Signal wires by layer:
Two of the layers only.
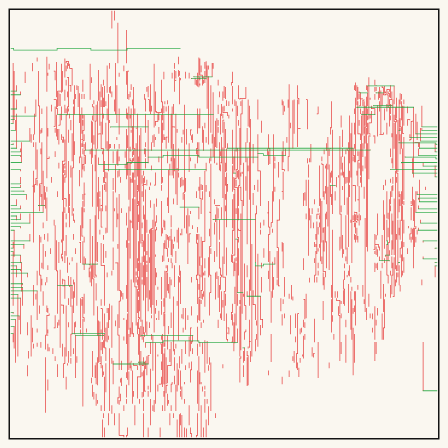
The metal 1 layer:
Supply wires on this layer in gray.
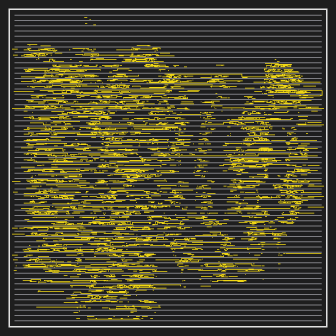
==> config.mk <==
export PLATFORM = sky130hd
export DESIGN_NAME = screen_interface2
export DESIGN_NICKNAME = d
export VERILOG_FILES = /design/src/rtl/screen_interface2.sv
export SDC_FILE = /design/constraint.sdc
export NUM_CORES = 1
export LEC_CHECK = 0
export ABC_AREA = 1
export CAP_MARGIN = 20
export CORE_MARGIN = 2
export CORE_UTILIZATION = 34
export CTS_CLUSTER_DIAMETER = 120
export DETAILED_ROUTE_END_ITERATION = 12
export GPL_ROUTABILITY_DRIVEN = 1
export PLACE_DENSITY = 0.56
export SYNTH_ARGS = -nofsm -noshare
export SYNTH_HDL_FRONTEND = slang
export SYNTH_SLANG_ARGS = --single-unit
==> constraint.sdc <==
create_clock -name clk -period 8.2 [get_ports clk]
set_input_delay 1.23 -clock clk [delete_from_list [all_inputs] [get_ports clk]]
set_output_delay 1.23 -clock clk [all_outputs]
set_load 0.02 [all_outputs]
==> highlights.md <==
* **Slew @ Worst Pin** 0.879 ns
* **number of OpenROAD warnings** 29
* **final sequential cell count** 164
* **number of levels the H-tree was split into** 4
* **vias in the first global route** 7,258
* **max_slew headroom** 41.0%
* **setup violation total in the final timing report** 0
* **total congestion overflow after global routing** 0
* **drt pass-1 iters** 6
* **run status** finished, final reports clean
* **count of flip-flops with a built-in enable after synthesis** 56
* **number of placement rows** 58
* **Clk pwr share** 41.4%
* **Mapped Avg Cell Area** 7.45 um2
* **Antenna Diode Count** 0
* **maximum single-stage delay on the critical path** 0.59 ns
* **crit path time final** 3.74 ns
* **total core area** 25,000 um2
* **net count of the finished layout** 1,370
* **simple-gate share of the synthesized area** 26.5%
* **via-per-instance ratio** 4.72
* **buffer levels on the longest clock path** 2
About 'signal wires by layer':
layer	color	wire length
met3	green	985 um
met2	red	10,300 um
global-route total usage across every layer: 16.5%
final wirelength: 21.3 mm

About 'the metal 1 layer':
wire length on this layer	9,830 um
share of all routed wire	46%
nets with wire on the layer	1,264
total via count in the routed design: 7,442
met1 routing resource usage after global routing: 20.9%

Yosys cell counts (10+ instances only):
cell type	count	area, um2
sky130_fd_sc_hd__nand4_1	10	62.6
sky130_fd_sc_hd__clkbuf_1	20	75.1
sky130_fd_sc_hd__nor3_1	14	70.1
sky130_fd_sc_hd__nand2_1	176	661
sky130_fd_sc_hd__buf_2	16	80.1
sky130_fd_sc_hd__nand3_1	50	250
sky130_fd_sc_hd__nor2_1	277	1040
sky130_fd_sc_hd__o21ai_1	13	65.1
sky130_fd_sc_hd__ha_1	46	576
sky130_fd_sc_hd__a21oi_1	52	260
sky130_fd_sc_hd__edfxtp_1	56	1680
sky130_fd_sc_hd__o21ai_0	114	571
sky130_fd_sc_hd__inv_1	120	450
sky130_fd_sc_hd__dfxtp_1	108	2160
Power is estimated from default activity; no workload was simulated.
